`config.mk`:
```
export PLATFORM = sky130hd
export DESIGN_NAME = ntt_twiddle_scheduler
export DESIGN_NICKNAME = d
export VERILOG_FILES = /design/src/rtl/ntt_twiddle_scheduler.sv
export SDC_FILE = /design/constraint.sdc
export NUM_CORES = 1
export LEC_CHECK = 0
export ABC_CLOCK_PERIOD_IN_PS = 54800
export CORE_AREA = 2 2 222 224
export CTS_BUF_LIST = sky130_fd_sc_hd__clkbuf_4 sky130_fd_sc_hd__clkbuf_8 sky130_fd_sc_hd__clkbuf_16
export CTS_CLUSTER_DIAMETER = 60
export DETAILED_ROUTE_END_ITERATION = 10
export DIE_AREA = 0 0 224 226
export PLACE_DENSITY = 0.47
export SLEW_MARGIN = 20
export SYNTH_ARGS = -nofsm -noshare
export SYNTH_HDL_FRONTEND = slang
export SYNTH_SLANG_ARGS = --single-unit
```
`constraint.sdc`:
```
create_clock -name clk -period 54.8 [get_ports clk]
set_clock_uncertainty 0.15 [all_clocks]
set_input_delay 8.22 -clock clk [delete_from_list [all_inputs] [get_ports clk]]
set_output_delay 8.22 -clock clk [all_outputs]
set_load 0.01 [all_outputs]
```
`src/rtl/ntt_twiddle_scheduler.sv`:
```
// ntt_twiddle_scheduler: builds omega^k mod m twiddle table iteratively, then streams radix-2 NTT butterflies over valid/ready.
module ntt_twiddle_scheduler #(
  parameter int WIDTH = 8,
  parameter int N     = 8,
  parameter int LOGN  = 3
) (
  input  logic             clk,
  input  logic             rst,
  input  logic             start,
  input  logic [WIDTH-1:0] omega,
  input  logic [WIDTH-1:0] mod,
  output logic             busy,
  output logic             done,
  output logic             bf_valid,
  input  logic             bf_ready,
  output logic [LOGN-1:0]  bf_idx_a,
  output logic [LOGN-1:0]  bf_idx_b,
  output logic [WIDTH-1:0] bf_twiddle
);
  typedef enum logic [1:0] {IDLE, GEN, SCHED, DONE} state_t;
  localparam logic [LOGN-1:0] SMAX = LOGN'(LOGN - 1);
  localparam logic [LOGN-1:0] KMAX = LOGN'(N - 1);
  state_t r_state, w_next;
  logic [WIDTH-1:0] r_omega, r_mod, r_tw;
  logic [WIDTH-1:0] r_tab [N];
  logic [LOGN-1:0] r_k, r_s, r_g, r_j, r_a, r_b;
  logic r_busy, r_done, r_valid;
  logic w_go, w_hs, w_jlast, w_gend, w_last;
  logic [2*WIDTH-1:0] w_prod;
  logic [WIDTH-1:0] w_red, w_ntw;
  logic [LOGN:0] w_half, w_gn;
  logic [LOGN-1:0] w_ns, w_ng, w_nj, w_na, w_nb, w_nhalf;
  assign busy       = r_busy;
  assign done       = r_done;
  assign bf_valid   = r_valid;
  assign bf_idx_a   = r_a;
  assign bf_idx_b   = r_b;
  assign bf_twiddle = r_tw;
  assign w_go = (r_state == IDLE) && start && (mod != '0);
  assign w_hs = r_valid && bf_ready;
  // k == 0 seeds the table with 1 so the same reduction gives 1 % mod
  assign w_prod = (r_k == '0) ? (2*WIDTH)'(1)
                : {{WIDTH{1'b0}}, r_tab[r_k - LOGN'(1)]} * {{WIDTH{1'b0}}, r_omega};
  assign w_red = WIDTH'(w_prod % {{WIDTH{1'b0}}, r_mod});
  // Successor of the current (stage, group, j) in loop order
  assign w_half  = (LOGN+1)'(1) << r_s;
  assign w_gn    = {1'b0, r_g} + (w_half << 1);
  assign w_jlast = ({1'b0, r_j} == w_half - 1'b1);
  assign w_gend  = w_gn[LOGN];
  assign w_last  = w_jlast && w_gend && (r_s == SMAX);
  assign w_ns    = (w_jlast && w_gend) ? r_s + 1'b1 : r_s;
  assign w_ng    = w_jlast ? (w_gend ? '0 : w_gn[LOGN-1:0]) : r_g;
  assign w_nj    = w_jlast ? '0 : r_j + 1'b1;
  assign w_nhalf = LOGN'(1) << w_ns;
  assign w_na    = w_ng + w_nj;
  assign w_nb    = w_na + w_nhalf;
  assign w_ntw   = r_tab[w_nj << (SMAX - w_ns)];
  always_comb begin
    w_next = r_state;
    case (r_state)
      IDLE:    w_next = w_go ? GEN : IDLE;
      GEN:     w_next = (r_k == KMAX) ? SCHED : GEN;
      SCHED:   w_next = (w_hs && w_last) ? DONE : SCHED;
      default: w_next = IDLE;
    endcase
  end
  always_ff @(posedge clk or posedge rst)
    if (rst) r_state <= IDLE;
    else     r_state <= w_next;
  always_ff @(posedge clk or posedge rst) begin
    if (rst) begin
      r_omega <= '0;
      r_mod   <= '0;
      r_k     <= '0;
      r_s     <= '0;
      r_g     <= '0;
      r_j     <= '0;
      r_a     <= '0;
      r_b     <= '0;
      r_tw    <= '0;
      r_busy  <= 1'b0;
      r_done  <= 1'b0;
      r_valid <= 1'b0;
      for (int i = 0; i < N; i++) r_tab[i] <= '0;
    end else begin
      if (w_go) begin
        r_omega <= omega;
        r_mod   <= mod;
        r_k     <= '0;
        r_s     <= '0;
        r_g     <= '0;
        r_j     <= '0;
        r_busy  <= 1'b1;
      end
      if (r_state == GEN) begin
        r_tab[r_k] <= w_red;
        r_k        <= r_k + 1'b1;
        if (r_k == KMAX) begin
          r_valid <= 1'b1;
          r_a     <= '0;
          r_b     <= LOGN'(1);
          r_tw    <= r_tab[0];
        end
      end
      if (r_state == SCHED && w_hs) begin
        if (w_last) begin
          r_valid <= 1'b0;
          r_busy  <= 1'b0;
          r_done  <= 1'b1;
        end else begin
          r_s  <= w_ns;
          r_g  <= w_ng;
          r_j  <= w_nj;
          r_a  <= w_na;
          r_b  <= w_nb;
          r_tw <= w_ntw;
        end
      end
      if (r_state == DONE) r_done <= 1'b0;
    end
  end
endmodule

```
==> impl_metrics.tcl <==
# implementation run metrics
set metrics [dict create \
    grt_pass1_wl_um 67470 \
    max_freq_mhz 24.46 \
    lay_top_count "nand2_1" \
    firstDrtPassIters 5 \
    ctsResizeCount 0 \
    finalSetupViolations 0 \
    syn2layout_area_growth_pct 9.487 \
    pre_cts_slack_ps 14160 \
    post_cts.repair.setup_buffers 0 \
    synth_cell_types 99 \
    status "finished clean" \
    portBuffers 36 \
    fp_util 0.2958 \
    worstPathRequired_ps 54860 \
    grt_pass1_vias 12350 \
    num_vias 12230 \
    clk_path_buf_depth 2 \
    syn_area_sq_um 14300 \
    drc 0 \
    ys_ff 111 \
    wl_met1_um 20240 \
    synth.avg_cell_area_sq_um 8.707 \
    cts_tree "built" \
    tns_ps 0 \
    clk_pin_slew_ps 80 \
    worst_pin_slew_ps 1080 \
    max-cap-violations 0 \
    yosys_cells 1642 \
    cp_common_cell "o21a_1" \
    die_x_um 224 \
    mostFrequentLayoutCells "nand2_1 (168), ha_1 (156), nor2_1 (117), dfrtp_1 (111), inv_1 (92)" \
    slew_headroom 0.2594 \
]
## final timing paths
kind / start / to / slack (ps)
setup / recovery: r_k[0] / r_tab[47] / 13920
hold / removal: done / done / 340
setup reg to reg: r_k[0] / r_tab[47] / 13920
hold reg to reg: done / done / 340
max in group asynchronous: rst / r_tab[55] / 45060
min in group asynchronous: rst / bf_twiddle[1] / 8220
## layout make-up
class,instances,area [sq um]
Sequential cell,111,2778
Clock inverter,6,70.07
Inverter,93,351.6
Clock buffer,9,225.2
Timing Repair Buffer,51,473.0
Tap cell,622,778.2
Multi-Input combinational cell,1390,10980
Fill cell,5052,32690
## cell usage after synthesis, types with 45 or more instances
master   number  area [sq um]
dfrtp_1     111          2778
xnor2_1      45         394.1
a21oi_1      74         370.4
mux2i_1      46         460.4
o21ai_0      74         370.4
nand2_1     168         630.6
nor2_1      117         439.2
o31ai_1      75         563.0
inv_1        93         349.1
nor2b_1      65         406.6
ha_1        156          1952
nor3_1       49         245.2
## state kept, by name, indices dropped and copies added, names as in the netlist
signal      flops
bf_idx_a        3
bf_idx_b        3
bf_twiddle      8
bf_valid        1
busy            1
done            1
r_g             3
r_j             3
r_k             3
r_mod           8
r_omega         8
r_s             3
r_state         2
r_tab          64
## routing by layer
layer	track usage	up-vias
met5	0	-
met2	0.2740	189
li1	-	6044
met1	0.2348	5944
met4	0.03957	0
met3	0.01314	50
## critical path: cells and delay by family, from the launching register on
| kind | cells | cell delay [ps] |
|---|---|---|
| XOR/XNOR | 1 | 140 |
| buffers and inverters | 7 | 1020 |
| adder cells (fa/ha/maj) | 22 | 8420 |
| AND/OR/NAND/NOR | 37 | 8560 |
| AND-OR/OR-AND | 79 | 19000 |
| multiplexers | 7 | 3020 |
| flip-flops | 1 | 330 |
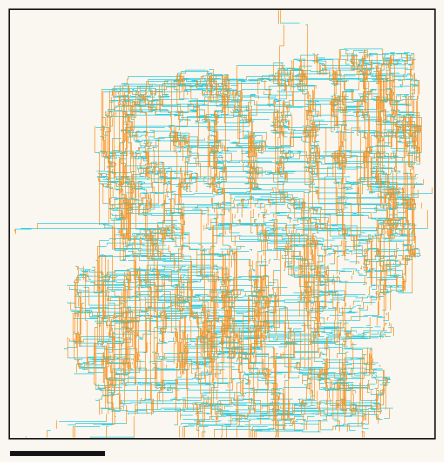
Fig. 1. Metal layers overlaid.
Scale bar: 50 um. Only two layers are drawn.
- M2: orange (wire length 18900 um)
- M1: cyan (wire length 20.2 mm)

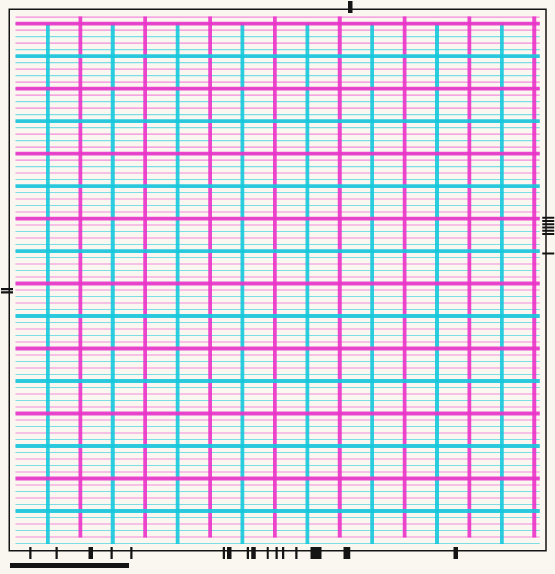
Fig. 2. Supply network.
Scale bar: 50 um. Pins as bars on the die edge.
- VDD: magenta
- VSS: cyan
- met5 straps: 16
- signal pins: 37

